--- src/rtl/display_scan.sv ---
// Four-digit multiplexed 7-segment scanner with double-buffered display data.
// New data is staged in a shadow register and only shown from a frame boundary.
//
// state   | meaning
// S_BLANK | first BLANK_CYC cycles of a slot, every line inactive
// S_ON    | remainder of the slot, digit IDX+1 lit if its enable bit is set
module display_scan #(
  parameter int DIV            = 50000,
  parameter int BLANK_CYC      = 16,
  parameter bit SEG_ACTIVE_LOW = 1'b1,
  parameter bit DIG_ACTIVE_LOW = 1'b1
) (
  input  logic        CLK,
  input  logic        RST,
  input  logic [15:0] DATA,
  input  logic [3:0]  DP,
  input  logic [3:0]  EN,
  input  logic        LOAD,
  output logic        SEG_a,
  output logic        SEG_b,
  output logic        SEG_c,
  output logic        SEG_d,
  output logic        SEG_e,
  output logic        SEG_f,
  output logic        SEG_g,
  output logic        SEG_h,
  output logic        SEG_1,
  output logic        SEG_2,
  output logic        SEG_3,
  output logic        SEG_4,
  output logic        PENDING,
  output logic        FRAME
);

  localparam int PW = $clog2(DIV);
  localparam logic [PW-1:0] PRE_LAST = PW'(DIV - 1);
  localparam logic [PW-1:0] BLANK_N  = PW'(BLANK_CYC);
  localparam logic [7:0]    SEG_OFF  = SEG_ACTIVE_LOW ? 8'hFF : 8'h00;
  localparam logic [3:0]    DIG_OFF  = DIG_ACTIVE_LOW ? 4'hF : 4'h0;

  typedef enum logic {S_BLANK, S_ON} slot_state_t;

  logic [PW-1:0] pre, pre_nxt;
  logic [1:0]    idx, idx_nxt;
  logic          pre_wrap, boundary;
  slot_state_t   state_nxt;

  logic [15:0] sh_data, disp_data, disp_data_nxt;
  logic [3:0]  sh_dp, sh_en, disp_dp, disp_dp_nxt, disp_en, disp_en_nxt;
  logic        pending_q, pending_nxt, frame_q;

  logic [3:0] nib;
  logic       dp_bit, en_bit;
  logic [6:0] seg_raw;
  logic       dp_raw;
  logic [3:0] dig_raw;
  logic [7:0] seg_q;
  logic [3:0] dig_q;

  // Bit order {a,b,c,d,e,f,g}, active-high.
  function automatic logic [6:0] hex7(input logic [3:0] n);
    case (n)
      4'h0:    hex7 = 7'b1111110;
      4'h1:    hex7 = 7'b0110000;
      4'h2:    hex7 = 7'b1101101;
      4'h3:    hex7 = 7'b1111001;
      4'h4:    hex7 = 7'b0110011;
      4'h5:    hex7 = 7'b1011011;
      4'h6:    hex7 = 7'b1011111;
      4'h7:    hex7 = 7'b1110000;
      4'h8:    hex7 = 7'b1111111;
      4'h9:    hex7 = 7'b1111011;
      4'hA:    hex7 = 7'b1110111;
      4'hB:    hex7 = 7'b0011111;
      4'hC:    hex7 = 7'b1001110;
      4'hD:    hex7 = 7'b0111101;
      4'hE:    hex7 = 7'b1001111;
      default: hex7 = 7'b1000111;
    endcase
  endfunction

  // Outputs are decoded from next-state values so the registered lines line
  // up with the PRE/IDX value of the same cycle.
  always_comb begin
    pre_wrap      = (pre == PRE_LAST);
    pre_nxt       = pre_wrap ? '0 : pre + 1'b1;
    idx_nxt       = pre_wrap ? idx + 2'd1 : idx;
    boundary      = pre_wrap && (idx == 2'd3);
    disp_data_nxt = disp_data;
    disp_dp_nxt   = disp_dp;
    disp_en_nxt   = disp_en;
    if (boundary && pending_q) begin
      disp_data_nxt = sh_data;
      disp_dp_nxt   = sh_dp;
      disp_en_nxt   = sh_en;
    end
    pending_nxt = LOAD ? 1'b1 : (boundary ? 1'b0 : pending_q);
    state_nxt   = (pre_nxt < BLANK_N) ? S_BLANK : S_ON;

    nib    = disp_data_nxt[15:12];
    dp_bit = disp_dp_nxt[3];
    en_bit = disp_en_nxt[3];
    case (idx_nxt)
      2'd1: begin nib = disp_data_nxt[11:8]; dp_bit = disp_dp_nxt[2]; en_bit = disp_en_nxt[2]; end
      2'd2: begin nib = disp_data_nxt[7:4];  dp_bit = disp_dp_nxt[1]; en_bit = disp_en_nxt[1]; end
      2'd3: begin nib = disp_data_nxt[3:0];  dp_bit = disp_dp_nxt[0]; en_bit = disp_en_nxt[0]; end
      default: ;
    endcase

    seg_raw = '0;
    dp_raw  = 1'b0;
    dig_raw = '0;
    if (state_nxt == S_ON && en_bit) begin
      seg_raw          = hex7(nib);
      dp_raw           = dp_bit;
      dig_raw[idx_nxt] = 1'b1;
    end
  end

  always_ff @(posedge CLK) begin
    if (RST) begin
      pre       <= '0;
      idx       <= '0;
      sh_data   <= '0;
      sh_dp     <= '0;
      sh_en     <= '0;
      disp_data <= '0;
      disp_dp   <= '0;
      disp_en   <= '0;
      pending_q <= 1'b0;
      frame_q   <= 1'b0;
      seg_q     <= SEG_OFF;
      dig_q     <= DIG_OFF;
    end else begin
      pre       <= pre_nxt;
      idx       <= idx_nxt;
      disp_data <= disp_data_nxt;
      disp_dp   <= disp_dp_nxt;
      disp_en   <= disp_en_nxt;
      pending_q <= pending_nxt;
      frame_q   <= boundary;
      seg_q     <= {seg_raw, dp_raw} ^ SEG_OFF;
      dig_q     <= dig_raw ^ DIG_OFF;
      if (LOAD) begin
        sh_data <= DATA;
        sh_dp   <= DP;
        sh_en   <= EN;
      end
    end
  end

  assign {SEG_a, SEG_b, SEG_c, SEG_d, SEG_e, SEG_f, SEG_g, SEG_h} = seg_q;
  assign SEG_1   = dig_q[0];
  assign SEG_2   = dig_q[1];
  assign SEG_3   = dig_q[2];
  assign SEG_4   = dig_q[3];
  assign PENDING = pending_q;
  assign FRAME   = frame_q;

endmodule

--- config.mk ---
export PLATFORM = sky130hd
export DESIGN_NAME = display_scan
export DESIGN_NICKNAME = d
export VERILOG_FILES = /design/src/rtl/display_scan.sv
export SDC_FILE = /design/constraint.sdc
export NUM_CORES = 1
export LEC_CHECK = 0
export CORE_MARGIN = 2
export CORE_UTILIZATION = 45
export DETAILED_ROUTE_END_ITERATION = 10
export PLACE_DENSITY = 0.66
export SYNTH_ARGS = -nofsm -noshare
export SYNTH_HDL_FRONTEND = slang
export SYNTH_SLANG_ARGS = --single-unit
--- constraint.sdc ---
create_clock -name CLK -period 7.95 [get_ports CLK]
set_clock_uncertainty 0.15 [all_clocks]
set_input_delay 1.59 -clock CLK [delete_from_list [all_inputs] [get_ports CLK]]
set_output_delay 1.59 -clock CLK [all_outputs]
set_load 0.01 [all_outputs]
==> impl_metrics.py <==
# Metrics from the implementation run
metrics = {
    "route": {
        "routedWlPerCell_um": 13.4,
    },
    "clock_tree": {
        "cts-hold-fix-buffers": 0,
        "cts_root_buf": "clkbuf_8",
        "cts_resized": 0,
    },
    "final_timing": {
        "slew_violations": 0,
        "rsz0062_at_grt": "no",
        "setup_violations": 0,
    },
    "final_layout": {
        "areaGrowthSynthToFinish_pct": 15.0,
        "lay_top_cells": "dfxtp_1 (80), nand2_1 (63), nor2_1 (56)",
        "regArea_sq_um": 1600,
    },
    "critical_path": {
        "reg2reg_slack_ns": 4.03,
        "worstSetupEndpointType": "flop",
    },
    "synth": {
        "mux_share_pct": 13.9,
    },
    "placed_design": {
        "pre_cts_slack_ns": 4.03,
    },
    "power": {
        "p_per_area_nw_per_um2": 173,
        "sw_frac_of_total_pct": 22.1,
        "p_seq_share_pct": 55.7,
        "comb_power_uw": 37.3,
        "p_int_uw": 583,
    },
    "floorplan": {
        "die_area_sq_um": 9090,
        "core-area_sq_um": 8130,
    },
    "status": {
        "status": "completed",
    },
    "global_route": {
        "met2_usage_pct": 26.1,
    },
}
synthesized netlist by cell type, types with 3 or more instances:
cell type	number
nand2b_1	4
nand3_1	8
xnor2_1	7
and4_1	4
ha_1	9
o21ai_0	9
nor2_1	56
mux2_2	6
inv_1	5
a21oi_1	23
o221ai_1	4
mux2i_1	43
nand4_1	3
buf_2	8
dfxtp_1	80
buf_6	4
nand2_1	63
xor2_1	7
clkbuf_1	17
a211oi_1	3
or3_1	3
and3_1	12
a21boi_0	3
o21ai_1	3
sequential cells by signal (all words and copies together) (netlist names):
name	count
idx	2
FRAME	1
disp_dp	4
disp_en	4
sh_en	4
sh_dp	4
disp_data	16
PENDING	1
seg_q	8
dig_q	4
sh_data	16
pre	16
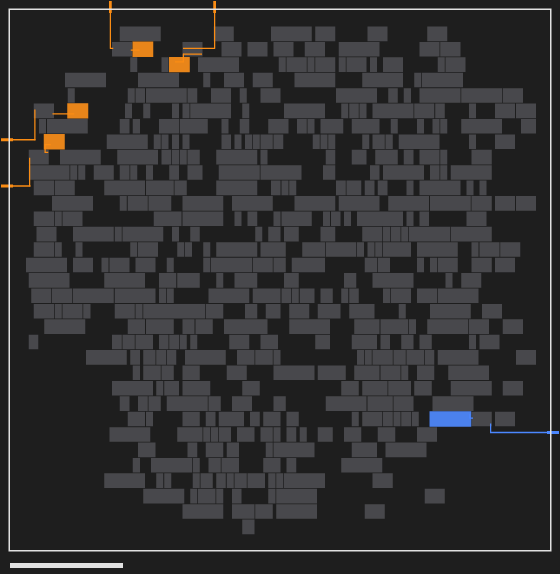
*Wires at chosen ports, followed through buffers*
Bar = 20 um.
DP -> orange  # bits 4, direction input, end cells 4, buffers 4, wire 49.4 um
SEG_d -> blue  # bits 1, direction output, end cells 1, buffers 1, wire 12.7 um

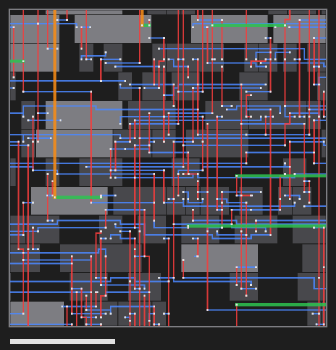
*Close-up of the layout*
Bar = 10 um. Window x 33 to 63, y 33 to 63 um. Cells in gray, sequential cells in the stronger gray; small squares are vias.
met3 -> green
met2 -> red
met4 -> orange
met1 -> blue
sequential cells in the window = 10
netlist names of flops here include = disp_data (3), idx (2), pre (2)
most frequent = dfxtp_1 (10), nand2_1 (6), nor2_1 (6)
cells with their middle in the window = 57

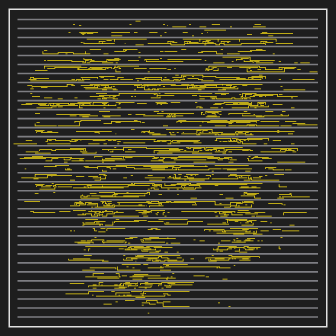
*Signal wires on met1*
Supply wires on this layer in gray.
nets with wire on the layer = 426
main direction = horizontal
final wirelength: 7380 um
Vias: 2,907
met1 GRT Util: 23.4%

No activity file was given, so power comes from the tool's default toggle rates.
